--- config.mk ---
export PLATFORM = sky130hd
export DESIGN_NAME = some_sub_module
export DESIGN_NICKNAME = d
export VERILOG_FILES = /design/src/rtl/some_sub_module.sv
export SDC_FILE = /design/constraint.sdc
export NUM_CORES = 1
export LEC_CHECK = 0
export CORE_MARGIN = 3
export CORE_UTILIZATION = 46
export CTS_CLUSTER_SIZE = 30
export DETAILED_ROUTE_END_ITERATION = 10
export PLACE_DENSITY = 0.67
export SLEW_MARGIN = 20
export SYNTH_ARGS = -nofsm -noshare
export SYNTH_HDL_FRONTEND = slang
export SYNTH_SLANG_ARGS = --single-unit
--- constraint.sdc ---
create_clock -name i_clk -period 3.5 [get_ports i_clk]
set_clock_uncertainty 0.2 [all_clocks]
set_input_delay 0.525 -clock i_clk [delete_from_list [all_inputs] [get_ports i_clk]]
set_output_delay 0.525 -clock i_clk [all_outputs]
set_load 0.1 [all_outputs]
--- src/rtl/some_sub_module.sv ---
// some_sub_module: windowed sample statistics (saturating sum, max, min) over N_SAMPLES strobed samples
module some_sub_module #(
    parameter int W_ACC     = 12,
    parameter int N_SAMPLES = 8
) (
    input  logic             i_clk,
    input  logic             i_rst,
    input  logic             a,
    input  logic             b,
    input  logic [3:0]       c,
    output logic [W_ACC-1:0] o_sum,
    output logic [3:0]       o_max,
    output logic [3:0]       o_min,
    output logic             o_valid,
    output logic             o_busy,
    output logic             o_overflow
);
    typedef enum logic {IDLE, ACC} state_t;
    state_t state;
    logic [7:0] cnt;
    logic [7:0] next_cnt;
    logic [W_ACC-1:0] sum;
    logic [W_ACC-1:0] next_sum;
    logic [W_ACC:0] add;
    logic [3:0] max_r;
    logic [3:0] min_r;
    logic [3:0] next_max;
    logic [3:0] next_min;
    logic first;
    logic sat;
    logic done;
    always_comb begin
        first    = (state == IDLE);
        add      = (W_ACC+1)'(sum) + (W_ACC+1)'(c);
        sat      = !first && add[W_ACC];
        next_sum = first ? W_ACC'(c) : sat ? '1 : add[W_ACC-1:0];
        next_max = (first || c > max_r) ? c : max_r;
        next_min = (first || c < min_r) ? c : min_r;
        next_cnt = first ? 8'd1 : cnt + 8'd1;
        done     = (next_cnt == 8'(N_SAMPLES));
    end
    assign o_busy = (state == ACC);
    always_ff @(posedge i_clk or posedge i_rst) begin
        if (i_rst) begin
            state      <= IDLE;
            cnt        <= '0;
            sum        <= '0;
            max_r      <= '0;
            min_r      <= '0;
            o_sum      <= '0;
            o_max      <= '0;
            o_min      <= '0;
            o_valid    <= 1'b0;
            o_overflow <= 1'b0;
        end else begin
            o_valid <= 1'b0;
            if (b) begin
                state      <= IDLE;
                cnt        <= '0;
                sum        <= '0;
                max_r      <= '0;
                min_r      <= '0;
                o_overflow <= 1'b0;
            end else if (a) begin
                if (sat)
                    o_overflow <= 1'b1;
                if (done) begin
                    // completed window publishes directly from the next-value logic
                    o_sum   <= next_sum;
                    o_max   <= next_max;
                    o_min   <= next_min;
                    o_valid <= 1'b1;
                    state   <= IDLE;
                    cnt     <= '0;
                end else begin
                    state <= ACC;
                    cnt   <= next_cnt;
                    sum   <= next_sum;
                    max_r <= next_max;
                    min_r <= next_min;
                end
            end
        end
    end
endmodule

==> metrics.cfg, run 1 <==
[timing]
fin_hold_ws_ps=282
finalCritPeriodShare_pct=84.2
setup_tns_ps=0
worst_slew_pin_slew_ps=977
hold_viol=0
worst_slack_ps=551
min_period_ps=2950
setup_viol=0
maxSlewViolCount=0

[clocking]
cts_max_path_buffers=2
cts-root-buf=clkbuf_8
clkTransAtPathRegs_ps=90
cts_hold_buf=0
cts.sinks=51
cts_max_level=2
clkLatencyLatePin_ps=300
numCtsBuffers=5

[critical_path]
crit_arrival_ps=2950
worstPathCellList=clkdlybuf4s50_1, ha_1, fa_1, a21o_1, a21oi_1, and3b_1, o21ai_0, o21ai_0, mux2_2
critPathMaxFanout=15
cp.buffers_inverters=1
crit_path_frequent_cell=o21ai_0
endpoint_kind=register
slowest_delay_ps=420
crit_slowest_cell=clkdlybuf4s50_1
cp-start-kind=input pin

[synth]
logic_family=AND-OR/OR-AND gates
ys_cells=297
synth.area.top_cells=dfrtp_1 44%, ha_1 5.2%, nand2_1 5.1%
aoi_share_pct=20.6
ys_seq_share_pct=44.5
top_area_share_pct=44.5
synth_async_sr_flop_share_pct=100
top_area_cell=dfrtp_1
yosysWarnings=0
ys_ff=51
xor_share_pct=3.05
enable_flop_cells=0
ys_area_mm2=0.00287
synth_area_mm2=0.00287
yosys.area_share.simple_pct=15.3
ys.flop_type=dfrtp_1
ys_types=53
syn_area_per_cell_um2=9.66
synth_nets=318
ys_sh_adder_pct=5.93

[route]
via_per_inst=5.53
antenna_left=0
firstDrtPassIters=4
first_iter_violations=146
postRouteWirelength_um=6170
vias=2233

[floorplan]
dieWidth_um=85.0
rows=28
die-area_mm2=0.00722
io-pin-count=31
die.size.y_um=85.0

[power_and_ir_drop]
cellPowerDensity_mw_per_mm2=340
p_total_mw=1.14
ir_worst_vdd_mv=0.236
p_leak_nw=1.55

[grt]
grt_antenna_before_repair=0
grt_max_degree=27
grt_pass1_vias=2239
grt-ovfl-total=0

[placed_design]
place_inst=396
io_buffers=30
gp_congestion=0.834

[hold_path]
hold_path.class=reg -> reg

[status]
status=finished, final reports clean

[finish]
nFillCells=546
fin_area_mm2=0.00336
layout.cells.non_filler=404
syn_to_final_growth_pct=17.1
nets=349
drive_gt1_share_pct=10.6
antennaDiodeCount=0

[run]
tool_warnings=26
drv_cap=0

## run 1: routing by layer
layer	track usage, %	share of wire [%]
met3	3.30	3.0
met1	27.3	51
met5	0	0
met4	3.88	1.1
met2	29.0	45
## run 1: cells in the mapped netlist (2+ instances only)
| master | number |
|---|---|
| nand2b_1 | 2 |
| buf_4 | 2 |
| o311ai_0 | 3 |
| and2_1 | 5 |
| mux2i_1 | 11 |
| clkbuf_1 | 9 |
| a21oi_1 | 11 |
| buf_2 | 4 |
| a311oi_1 | 2 |
| xor2_1 | 4 |
| nand4_1 | 4 |
| a22o_1 | 12 |
| a22oi_1 | 3 |
| mux2_2 | 5 |
| xnor2_1 | 6 |
| o21ai_0 | 28 |
| inv_1 | 14 |
| a31oi_1 | 3 |
| nor2b_1 | 3 |
| nor2_1 | 25 |
| a21o_1 | 3 |
| o31ai_1 | 2 |
| ha_1 | 12 |
| nand3_1 | 4 |
| dfrtp_1 | 51 |
| nor3_1 | 4 |
| nand2_1 | 39 |
## run 1: path summary, 6_finish.rpt
check	from	to	slack, ps	cells past startpoint
setup / recovery	c[0]	o_sum[0]$_DFFE_PP0P_	550	9
hold / removal	o_sum[8]$_DFFE_PP0P_	o_sum[8]$_DFFE_PP0P_	280	2
setup reg to reg	cnt[0]$_DFFE_PP0P_	o_sum[11]$_DFFE_PP0P_	580	7
hold reg to reg	o_sum[8]$_DFFE_PP0P_	o_sum[8]$_DFFE_PP0P_	280	2
max in group asynchronous	i_rst	sum[9]$_DFFE_PP0P_	1950	3
min in group asynchronous	i_rst	o_max[0]$_DFFE_PP0P_	390	2
## run 1: cell type report
type                    instances  area (µm²)  area share, %
clock buffers                   8         100           2.98
multi-input cells             214        1450           43.2
flip-flops and latches         51        1280           38.0
well taps                      75        93.8           2.79
repair buffers                 41         380           11.3
inverters                      15        56.3           1.68
## run 1: cell families (layout without fill, tap and decap cells)
kind of cell | Yosys count | in the layout
buf+inv | 32 | 64
simple gates | 93 | 93
xor+xnor | 10 | 10
flops | 51 | 51
compound gates | 82 | 82
mux | 16 | 16
fa+ha+maj | 13 | 13
## run 1: worst reg2reg max path, cell delays in order, from the launching register on
cell	delay (ps)
dfrtp_1	450
ha_1	280
a311oi_1	290
a31oi_1	70
nor3_1	370
nand4_1	500
inv_2	300
mux2_2	350
## run 1: registers in the layout, indices dropped and copies added, names as in the netlist
signal	cells
o_sum	12
sum	12
cnt	8
max_r	4
min_r	4
o_max	4
o_min	4
o_busy	1
o_overflow	1
o_valid	1
## run 1: placed cells by master, fill, tap and decap left out, types with 6 or more instances in the layout
master,count
xnor2_1,6
dfrtp_1,51
clkdlybuf4s50_1,29
mux2i_1,11
nand2_1,39
a21oi_1,11
a22o_1,12
ha_1,12
clkbuf_8,7
inv_1,13
nor2_1,25
buf_4,12
o21ai_0,28
## run 1: power breakdown
part           switching [mW]  total [mW]  leakage [nW]  internal (mW)
registers              0.0136       0.614         0.702          0.601
clock network           0.188       0.369        0.0515          0.181
logic                  0.0937       0.159         0.798         0.0650
total                   0.296        1.14          1.55          0.846
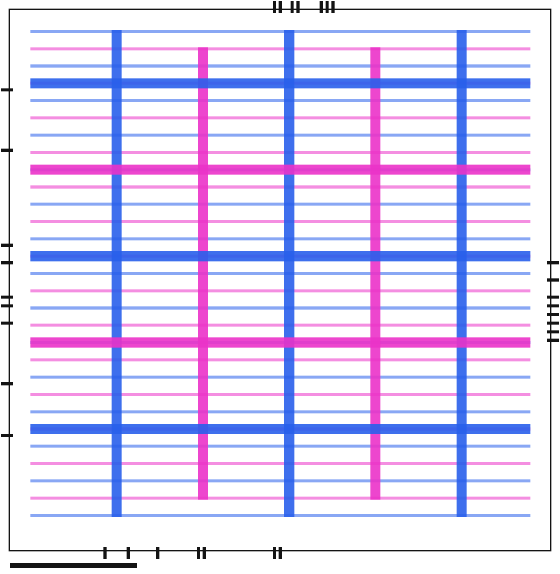
**Above:** run 1 (supply network).
The bar under the picture is 20 µm long. Pins as bars on the die edge.
Magenta shows VDD. Blue shows VSS.
5 straps on met5. 5 straps on met4.

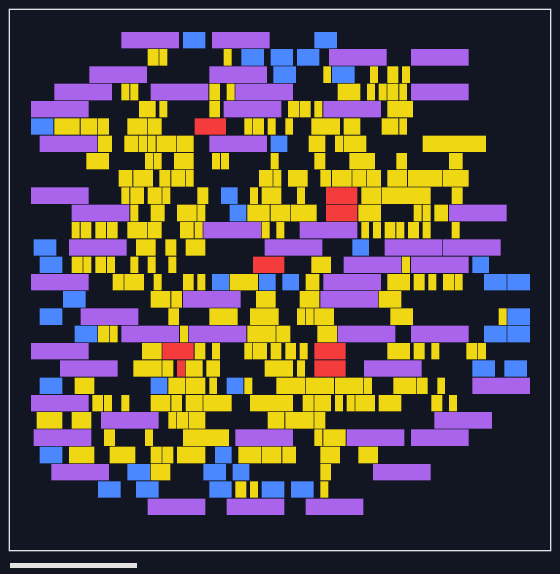
**Above:** run 1 (cells colored by class).
The bar under the picture is 20 µm long.
Red shows clock drivers and dummy loads, cells 8. Yellow shows all other logic, cells 229. Blue shows other buffers and delay cells, cells 41. Purple shows flip-flops, cells 51.
core area: 0.00599 mm²
Finished Core Util: 56.1%

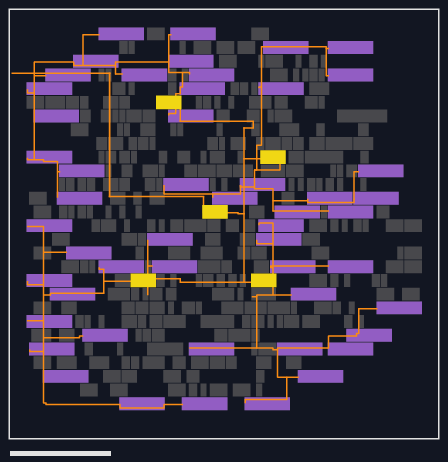
**Above:** run 1 (clock distribution).
The bar under the picture is 20 µm long.
Yellow shows cells driving clock nets, count 5. Purple shows flip-flops, count 51. Orange shows clock wires, length 631 µm.
Position of the flops: widely spread.

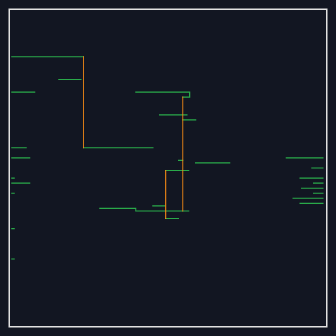
**Above:** run 1 (wiring by layer).
Only two layers are drawn.
Green shows met3, wire length 187 µm. Orange shows met4, wire length 68.0 µm.
wire per inst: 15.3 µm
GRT Total Usage: 18.6%

## Run 2: what changed since run 1
- clock period: 3.5 -> 3.02 ns (I/O delays scaled with it)
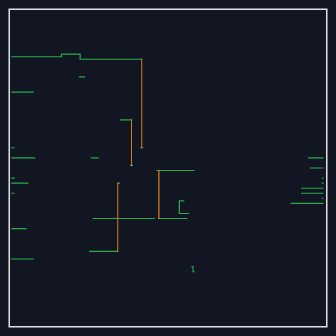
**Above:** run 2 (wiring by layer).
Only two layers are drawn.
Orange shows met4, wire length 67.3 µm. Green shows met3, wire length 150 µm.
GRT Total Usage: 18.4%
via count: 2263
wire per inst: 15.0 µm
final WL: 6180 µm

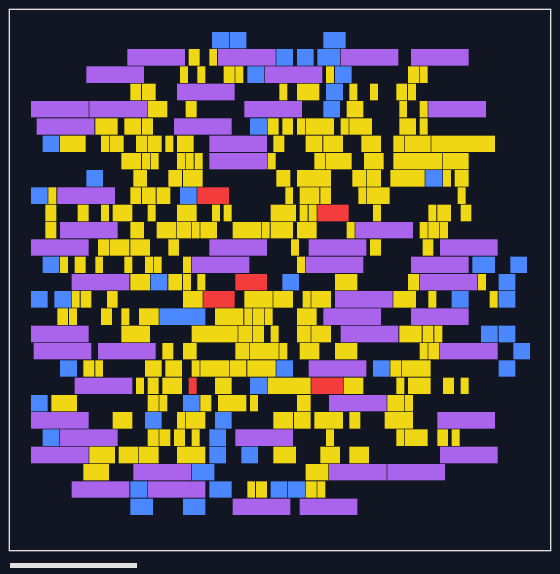
**Above:** run 2 (cells colored by class).
The bar under the picture is 20 µm long.
Purple shows flip-flops, cells 51. Yellow shows all other logic, cells 229. Blue shows other buffers and delay cells, cells 50. Red shows clock drivers and dummy loads, cells 6.
Finished Core Util: 56.1%
Core Rows: 28

==> run 2 against run 1 <==
Clock power is essentially flat. First-iteration DRC count unchanged. Synthesized cell count is the same. Global-route usage decreased by 0.24 points. Design area up 0.11%. Worst setup slack got worse by 300 ps. Worst hold slack better by 4.4 ps. Synthesized area unchanged. Clock-buffer cell count down 2. Sequential cell count unchanged. Highest routed layer unchanged.
==> metrics.cfg, run 2 <==
[status]
status=finished, final reports clean

[clocking]
cts_max_path_buffers=2
cts.sinks=51
clkLatencyLatePin_ps=300
cts_max_level=2
cts-root-buf=clkbuf_8
clkTransAtPathRegs_ps=90
numCtsBuffers=5

[critical_path]
cp-start-kind=input pin
critPathMaxFanout=11
slowest_delay_ps=430
endpoint_kind=register
crit_arrival_ps=2750
worstPathCellList=clkdlybuf4s50_1, ha_1, fa_1, a21o_1, a21oi_1, and3b_1, buf_12, o311ai_0, nand2_1
crit_slowest_cell=clkdlybuf4s50_1

[timing]
min_period_ps=2770
setup_tns_ps=0
hold_viol=0
setup_viol=0
maxSlewViolCount=0
worst_slew_pin_slew_ps=630
rsz0062_at_grt=no
finalCritPeriodShare_pct=91.8

[finish]
antennaDiodeCount=0
layout.cells.non_filler=411
comb_area_mm2=0.00146
final_cell_mix=51 x dfrtp_1, 42 x buf_4, 39 x nand2_1, 28 x o21ai_0, 25 x nor2_1
syn_to_final_growth_pct=17.2
fin_area_mm2=0.00336
register_area_mm2=0.00128
final_common_cell=dfrtp_1
nFillCells=544
nets=358
largest_registers=o_sum: 12 flops, sum: 12 flops, cnt: 8 flops
drive_gt1_share_pct=19.3

[synth]
top_area_share_pct=44.5
synth.area.top_cells=dfrtp_1 44%, ha_1 5.2%, nand2_1 5.1%
synth_nets=318
yosysWarnings=0
ys_types=53
top_area_cell=dfrtp_1
enable_flop_cells=0
ys_cells=297
ys_ff=51
synth_area_mm2=0.00287
yosys-top-cells-count=51 x dfrtp_1, 39 x nand2_1, 28 x o21ai_0
ys_area_mm2=0.00287
ys_seq_share_pct=44.5
ys.flop_type=dfrtp_1
synth_async_sr_flop_share_pct=100
top_cell=dfrtp_1
syn_area_per_cell_um2=9.66

[placed_design]
place_hpwl_um=4430
gp_congestion=0.786
place_inst=405
io_buffers=30

[route]
via_per_inst=5.51
antenna_left=0
first_iter_violations=146
firstDrtPassIters=4

[grt]
grt-ovfl-total=0
grt_antenna_before_repair=0
grt_pass1_vias=2223
grt_pass1_wl_um=10800
grt_max_degree=52

[floorplan]
die-area_mm2=0.00722
die.size.y_um=85.0
io-pin-count=31
core_mm2=0.00599
dieWidth_um=85.0

[hold_path]
hold_path.class=reg -> reg

[run]
tool_warnings=26
drv_cap=0

[power_and_ir_drop]
ir_worst_vdd_mv=0.212
cellPowerDensity_mw_per_mm2=378
p_total_mw=1.27
p_leak_nw=1.63

## run 2: netlist changes by cell type in the layout (fill, tap and decap cells not counted)
cell             change
buf_4               +30
clkbuf_8             -2
a311oi_1             -1
a311oi_2             +1
clkdlybuf4s50_1     -22
buf_12               +1
## run 2: cell type report
type / instances / share of cell area [%]
Multi-Input combinational cell: 214 / 43.4
Sequential cell: 51 / 37.9
Timing Repair Buffer: 50 / 12.1
Tap cell: 75 / 2.79
Clock buffer: 6 / 2.16
Inverter: 15 / 1.67
## run 2: logic make-up after synthesis
kind of cell             synth area share (%)
adder cells (fa/ha/maj)                  5.93
multiplexers                             5.80
AND-OR/OR-AND                            20.6
buffers and inverters                    4.88
flip-flops                               44.5
XOR/XNOR                                 3.05
AND/OR/NAND/NOR                          15.3
## run 2: path summary, 6_finish.rpt
path | startpoint | end | slack (ps) | cells after the start
min reg2reg | o_max[2]$_DFFE_PP0P_ | o_max[2]$_DFFE_PP0P_ | 290 | 2
min | o_max[2]$_DFFE_PP0P_ | o_max[2]$_DFFE_PP0P_ | 290 | 2
max in group asynchronous | i_rst | o_sum[6]$_DFFE_PP0P_ | 1760 | 3
max | c[0] | sum[9]$_DFFE_PP0P_ | 250 | 9
max reg2reg | cnt[0]$_DFFE_PP0P_ | o_sum[11]$_DFFE_PP0P_ | 360 | 7
min in group asynchronous | i_rst | cnt[6]$_DFFE_PP0P_ | 440 | 3
## run 2: layer usage
layer  wire, µm  global-route usage [%]  up-vias
li1           -                       -     1130
met1       3040                    25.8     1091
met2       2930                    29.7       34
met3        150                    2.43        8
met4         67                    5.61        0
met5          0                       0        -
## run 2: metrics by stage
stage	worst slack, ps	util (%)	hold slack (ps)
after floorplan	309	-	254
after global placement	13.9	54.8	264
after detailed placement	-96.4	54.8	275
after CTS	66.9	56.0	295
after global routing	53.5	56.1	333
final	248	56.1	287
## run 2: repair_timing
item                       in CTS  in global routing
hold buffers                    0                  0
resized                         0                  1
buffers inserted                0                  0
setup endpoints to repair       0                  7
## run 2: worst max-delay path: cells and delay by family
| kind | cells | cell delay, ps |
|---|---|---|
| AND-OR/OR-AND | 3 | 700 |
| adder cells (fa/ha/maj) | 2 | 640 |
| buffers and inverters | 2 | 600 |
| AND/OR/NAND/NOR | 2 | 360 |
## run 2: report_power, final
part           internal (mW)  total [mW]  switching, mW
Sequential             0.696       0.709         0.0132
Clock                  0.155       0.366          0.211
Combinational         0.0823       0.195          0.113
## Run 3: what changed since run 2
- CTS_CLUSTER_DIAMETER: not set -> 150
- CTS_CLUSTER_SIZE: 30 -> not set
- SKIP_LAST_GASP: not set -> 1
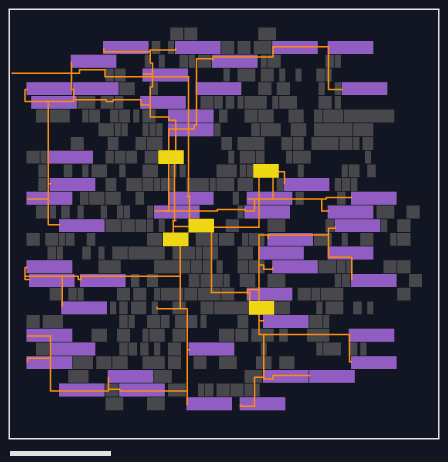
**Above:** run 3 (clock distribution).
The bar under the picture is 20 µm long.
Purple shows flip-flops, count 51. Orange shows clock wires, length 636 µm. Yellow shows cells driving clock nets, count 5.
Position of the flops: widely spread.

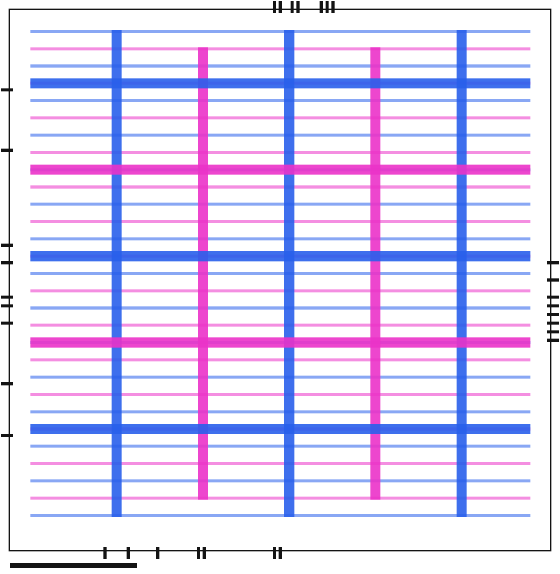
**Above:** run 3 (supply network).
The bar under the picture is 20 µm long. Pins as bars on the die edge.
Magenta shows VDD. Blue shows VSS.
The core has 28 rows. 5 straps on met4. 5 straps on met5.

==> run 3 against run 2 <==
Core utilization is the same. Worst hold slack unchanged. Design area did not move. Cell count is the same. Critical path type unchanged. Die size is the same. Sequential share of layout area is the same. Register-to-register slack is essentially flat. Clock power is essentially flat. Synthesized cell count unchanged.
==> metrics.cfg, run 3 <==
[status]
status=finished, final reports clean

[clocking]
cts_setup_buffers=0
cts-root-buf=clkbuf_8
numCtsBuffers=5
cts_max_path_buffers=2
cts.sinks=51
cts.repair.resized=0
clkLatencyLatePin_ps=300
clkTransAtPathRegs_ps=90
cts_hold_buf=0

[critical_path]
endpoint_kind=register
crit_arrival_ps=2750
reg2reg_to=o_sum[11]$_DFFE_PP0P_
startpoint=c[0]
reg2reg_depth=7
critPathMaxFanout=11
r2r_start=cnt[0]$_DFFE_PP0P_

[run]
drv_cap=0

[synth]
top_cell=dfrtp_1
ys.flop_type=dfrtp_1
ys_ff=51
top_area_cell=dfrtp_1
ys_cells=297
logic_family=AND-OR/OR-AND gates
yosysWarnings=0
synth_nets=318
ys_types=53
ys_sh_adder_pct=5.93
top_area_share_pct=44.5
ys_area_mm2=0.00287
syn_area_per_cell_um2=9.66
synth_async_sr_flop_share_pct=100
ys_seq_share_pct=44.5

[route]
firstDrtPassIters=4
via_per_inst=5.51
first_iter_violations=146
vias=2263
wl_per_cell_um=15.0

[placed_design]
io_buffers=30
place_hpwl_um=4430
gp_congestion=0.786

[grt]
grt-ovfl-total=0
grt_pass1_wl_um=10800
grt.total_usage_pct=18.4
grt_max_degree=52
grt_antenna_before_repair=0

[floorplan]
core_mm2=0.00599
dieWidth_um=85.0

[power_and_ir_drop]
pwr-share-clk_pct=28.8
p_total_mw=1.27
pwr-share-comb_pct=15.4
cellPowerDensity_mw_per_mm2=378
switching_share_pct=26.5
intPower_mw=0.934
ir_worst_vdd_mv=0.212
p_seq_share_pct=55.8
p_sw_mw=0.337
p_leak_nw=1.63

[finish]
largest_registers=o_sum: 12 flops, sum: 12 flops, cnt: 8 flops
drive_gt1_share_pct=19.3
final_cell_mix=51 x dfrtp_1, 42 x buf_4, 39 x nand2_1, 28 x o21ai_0, 25 x nor2_1
nets=358
syn_to_final_growth_pct=17.2

[timing]
fin_hold_ws_ps=287
setup_tns_ps=0
rsz0062_at_grt=no
finalCritPeriodShare_pct=91.8
hold_viol=0
setup_viol=0
worst_slew_pin_slew_ps=630
maxSlewViolCount=0
min_period_ps=2770

[hold_path]
hp-start=o_max[2]$_DFFE_PP0P_
min_path_cells=2
holdPathEnd=o_max[2]$_DFFE_PP0P_
hold_path.class=reg -> reg

-- run 3: cell counts in the layout (fill, tap and decap cells not counted) --
Identical to the previous run, type by type.
-- run 3: worst max-delay path: stages --
cell and delay, ps:
clkdlybuf4s50_1 430, ha_1 250, fa_1 390, a21o_1 190, a21oi_1 190, and3b_1 270, buf_12 170, o311ai_0 320
nand2_1 90
-- run 3: how the worst max path moves through the flow --
| stage | end | depth (start not counted) | slack, ps |
|---|---|---|---|
| 5_1_grt | sum[4]$_DFFE_PP0P_ | 9 | 50 |
| 6_report | sum[9]$_DFFE_PP0P_ | 9 | 250 |
| 2_1_floorplan | o_sum[0]$_DFFE_PP0P_ | 6 | 310 |
| 3_5_place_dp | sum[9]$_DFFE_PP0P_ | 9 | -100 |
| 4_1_cts | sum[10]$_DFFE_PP0P_ | 8 | 70 |
| 3_3_place_gp | o_sum[9]$_DFFE_PP0P_ | 9 | 10 |
-- run 3: kinds of logic (layout without fill, tap and decap cells) --
logic type | count (synthesis) | count (layout)
buffers and inverters | 32 | 71
DFF | 51 | 51
xor gates and xnor gates | 10 | 10
adders and majority gates | 13 | 13
AOI/OAI and AO/OA | 82 | 82
and+or+nand+nor | 93 | 93
muxes | 16 | 16
-- run 3: area by class of cell --
| class | instances | area (µm²) |
|---|---|---|
| Clock buffer | 6 | 72.6 |
| Fill cell | 544 | 2630 |
| Inverter | 15 | 56.3 |
| Multi-Input combinational cell | 214 | 1460 |
| Sequential cell | 51 | 1280 |
| Tap cell | 75 | 93.8 |
| Timing Repair Buffer | 50 | 405 |
-- run 3: per-layer routing --
layer	part of all wire, %	global-route usage [%]
met1	49	25.8
met3	2.4	2.43
met5	0	0
met2	47	29.7
met4	1.1	5.61
-- run 3: stage by stage --
step	utilization [%]	std cells	area, µm²	worst slack (ps)
6_report	56.1	411	3360	248
5_1_grt	56.1	411	3360	53.5
4_1_cts	56.0	411	3360	66.9
3_5_place_dp	54.8	405	3280	-96.4
3_3_place_gp	54.8	405	3280	13.9
2_1_floorplan	-	297	2870	309
-- run 3: power by group through the flow --
stage                     sequential [mW]  clock, mW  combinational (mW)
after detailed placement            0.723          0               0.196
after floorplan                     0.726          0               0.125
after global routing                0.712      0.402               0.220
after global placement              0.723          0               0.193
after CTS                           0.710      0.380               0.197
final                               0.709      0.366               0.195
No activity file was given, so power comes from the tool's default toggle rates.
